==> config.mk <==
export PLATFORM = sky130hd
export DESIGN_NAME = uart_rx
export DESIGN_NICKNAME = d
export VERILOG_FILES = /design/src/rtl/uart_rx.sv
export SDC_FILE = /design/constraint.sdc
export NUM_CORES = 1
export LEC_CHECK = 0
export ABC_AREA = 1
export CORE_MARGIN = 2
export CORE_UTILIZATION = 35
export CTS_CLUSTER_SIZE = 16
export DETAILED_ROUTE_END_ITERATION = 10
export PLACE_DENSITY = 0.64
export SYNTH_ARGS = -nofsm -noshare
export SYNTH_HDL_FRONTEND = slang
export SYNTH_SLANG_ARGS = --single-unit
==> constraint.sdc <==
create_clock -name i_clk -period 1.7 [get_ports i_clk]
set_input_delay 0.255 -clock i_clk [delete_from_list [all_inputs] [get_ports i_clk]]
set_output_delay 0.255 -clock i_clk [all_outputs]
set_load 0.1 [all_outputs]
**Drive-strength map**

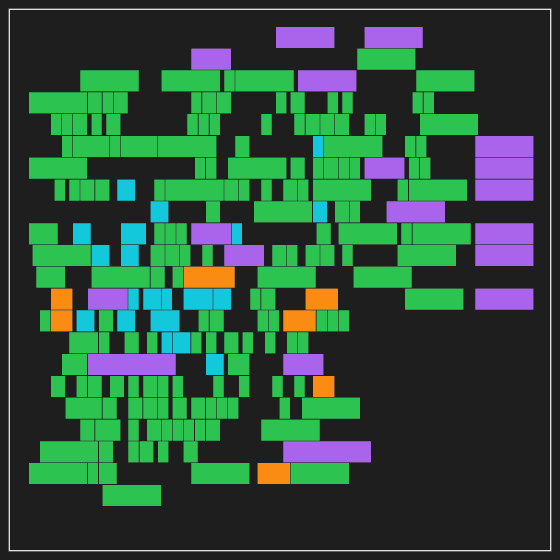
green -> x1 and smaller  # cells 169, share 79%
purple -> x6 and larger  # cells 18, share 8.4%
cyan -> x2  # cells 20, share 9.3%
orange -> x3 and x4  # cells 7, share 3.3%
setup ws final: 133 ps
fin area: 0.00184 mm2
Non-CTS buffers: 16
P&R area growth vs syn: 31.2%

**Wire density map**

Bar = 20 um. 13 x 13 tiles, from dark blue (low) to red (high), scaled to the fullest tile. Values are wire area over tile area, all layers added.
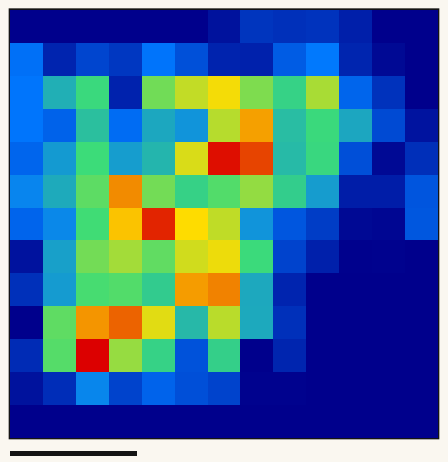
mean over tiles = 0.10
emptiest ninth of the die = lower right
densest ninth of the die = center
WL final: 2.93 mm
GR Util All Layers: 15.4%
vias: 1226

**Cell density map**

Bar = 20 um. 7 x 7 tiles, from dark blue (low) to red (high), 0 to 100% covered.
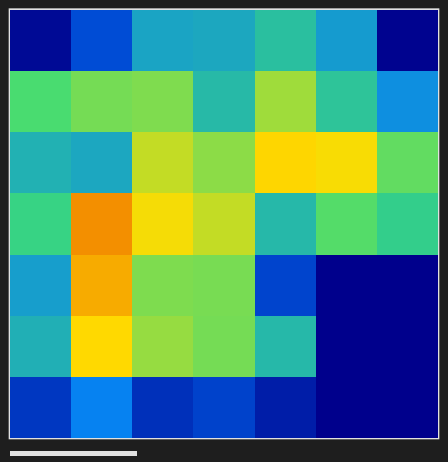
tiles over 75% full = 8.2%
fullest tile = 84%
mean over tiles = 39%
final core occ: 46.7%
core region area: 0.00394 mm2
FP Core Util: 35.6%

**Congestion heat map**

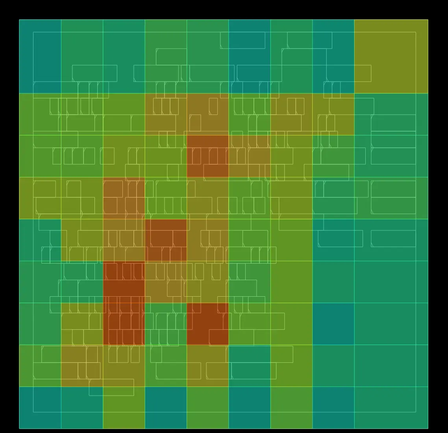
routing usage on met1: 19.0%
wire length per cell: 11.1 um
met3 Track Usage GR: 5.00%

==> out/metrics.cfg <==
[layout]
seq_cell_count = 30
seq_share_pct = 32.6
logic_area_um2 = 722
layout.nonclk_buf_share_pct = 13.7
dominant_cells = logic gates
flop_area_um2 = 601
diodes = 0
fin_cells = 264
clock_buffers = 6
lay_top_count = nor2_1
drive_above_1_share_pct = 21.0
inv_count = 16
clk_share_pct = 7.74
nets = 220
final_cell_mix = 44 x nor2_1, 30 x dfxtp_1, 29 x nand2_1, 18 x o21ai_0, 13 x nand3_1
comb_cells = 144

[critical_path]
cp_max_fo = 4
end_kind = flop
timing.critical_path.mode_cell = nand2_1
slowest_stage = dfxtp_1
cp.depth = 8
required_ps = 1880
arrival_ps = 1750
worstPathCellList = ha_1 -> nand4_1 -> nand2_1 -> nand3_2 -> nor2_4 -> nand2_1 -> nand2_1 -> nor2_1
worstSetupPathType = flop to flop
r2r_cells = 8
cp.buffers_inverters = 0
start_kind = flop
cp_slowest_stage_delay_ps = 380
reg2reg_slack_ps = 130

[yosys]
yosysUniqueCellTypes = 26
fa_ha_area_share_pct = 2.67
synthesis.area_mm2 = 0.00140
synthArstFlopShare_pct = 0
ys_cells = 193
synthCells = 193
postSynthAreaPerCell_um2 = 7.27
synth-edff-count = 0
yosys-mux-area-fraction_pct = 0
numSynthFlops = 30
ys_sh_simple_pct = 35.3
synthAoiAreaFrac_pct = 12.2
yosysWarningCount = 0
ys_seq_share_pct = 42.8
post_synth_xor_area_fraction_pct = 1.25
ff_type = dfxtp_1
yosysTopAreaCell = dfxtp_1
synth_nets = 200
top_cell = nor2_1
area_leaders = dfxtp_1 43%, nor2_1 12%, nand2_1 7.8%
top_cells_by_count = 44 x nor2_1, 30 x dfxtp_1, 29 x nand2_1
synth_top_area_share_pct = 42.8
yosys_area_mm2 = 0.00140

[pwr]
powerComb_mw = 0.936
powerClk_mw = 0.906
switching_power_mw = 0.973
power_frac_seq_pct = 32.3
p_per_area_mw_per_mm2 = 1480
power_frac_comb_pct = 34.4
power.share.clock_pct = 33.3
switching_share_pct = 35.8
total_power_mw = 2.72
powerSeq_mw = 0.877
ir_drop_uv = 846
top_power_group = combinational logic
intPower_mw = 1.75

[hold_path]
min_path_type = flop to flop
hold_path_depth = 1

[die]
chip_area_mm2 = 0.00453
num_rows = 23
die_w_um = 67.3
num_tap_cells = 50
pin_count = 14
die-height_um = 67.3

[timing]
holdWs_ps = 407
tightest_slew_ps = 285
finalSetupViolCount = 0
max_freq_mhz = 638
finalHoldViolations = 0
finClkSkew_ps = 1.44
slew_headroom_pct = 81.0
final_max_slew_viol_count = 0
fin_crit_ps = 1570
rsz0062_at_grt = false

[routing]
drt-met1-wl_mm = 1.38
route.met2.wl_mm = 1.40
ant_nets = 0
wl_met3_um = 96
via_per_inst = 4.64
drt_iter0_markers = 59
routed.top_layer = met4

[placed_design]
port_buffers = 13
place_area_mm2 = 0.00170
dp_cells = 256
dpl_worst_slack_ps = 99.0
dp_hpwl_mm = 2.09

[clocking]
cts_tree = yes
cts_htree_levels = 2
post_cts_buffers = 0
cts_hold_buffers = 0
clk_pin_slew_ps = 60
cts_made_buffers = 5
ctsLongestPathBuffers = 2
ctsResizeCount = 0
cts-root-buf = clkbuf_8
clock-sinks = 30

[global_route]
antenna_found_initial = 0
grt-ovfl-total = 0
grt_pass1_wl_mm = 5.13
grt_max_degree = 24
met2_usage_pct = 24.9
grt_pass1_vias = 1154
busiest_layer = met2

[run]
warnings = 26
drv_cap = 0

[status]
outcome = completed

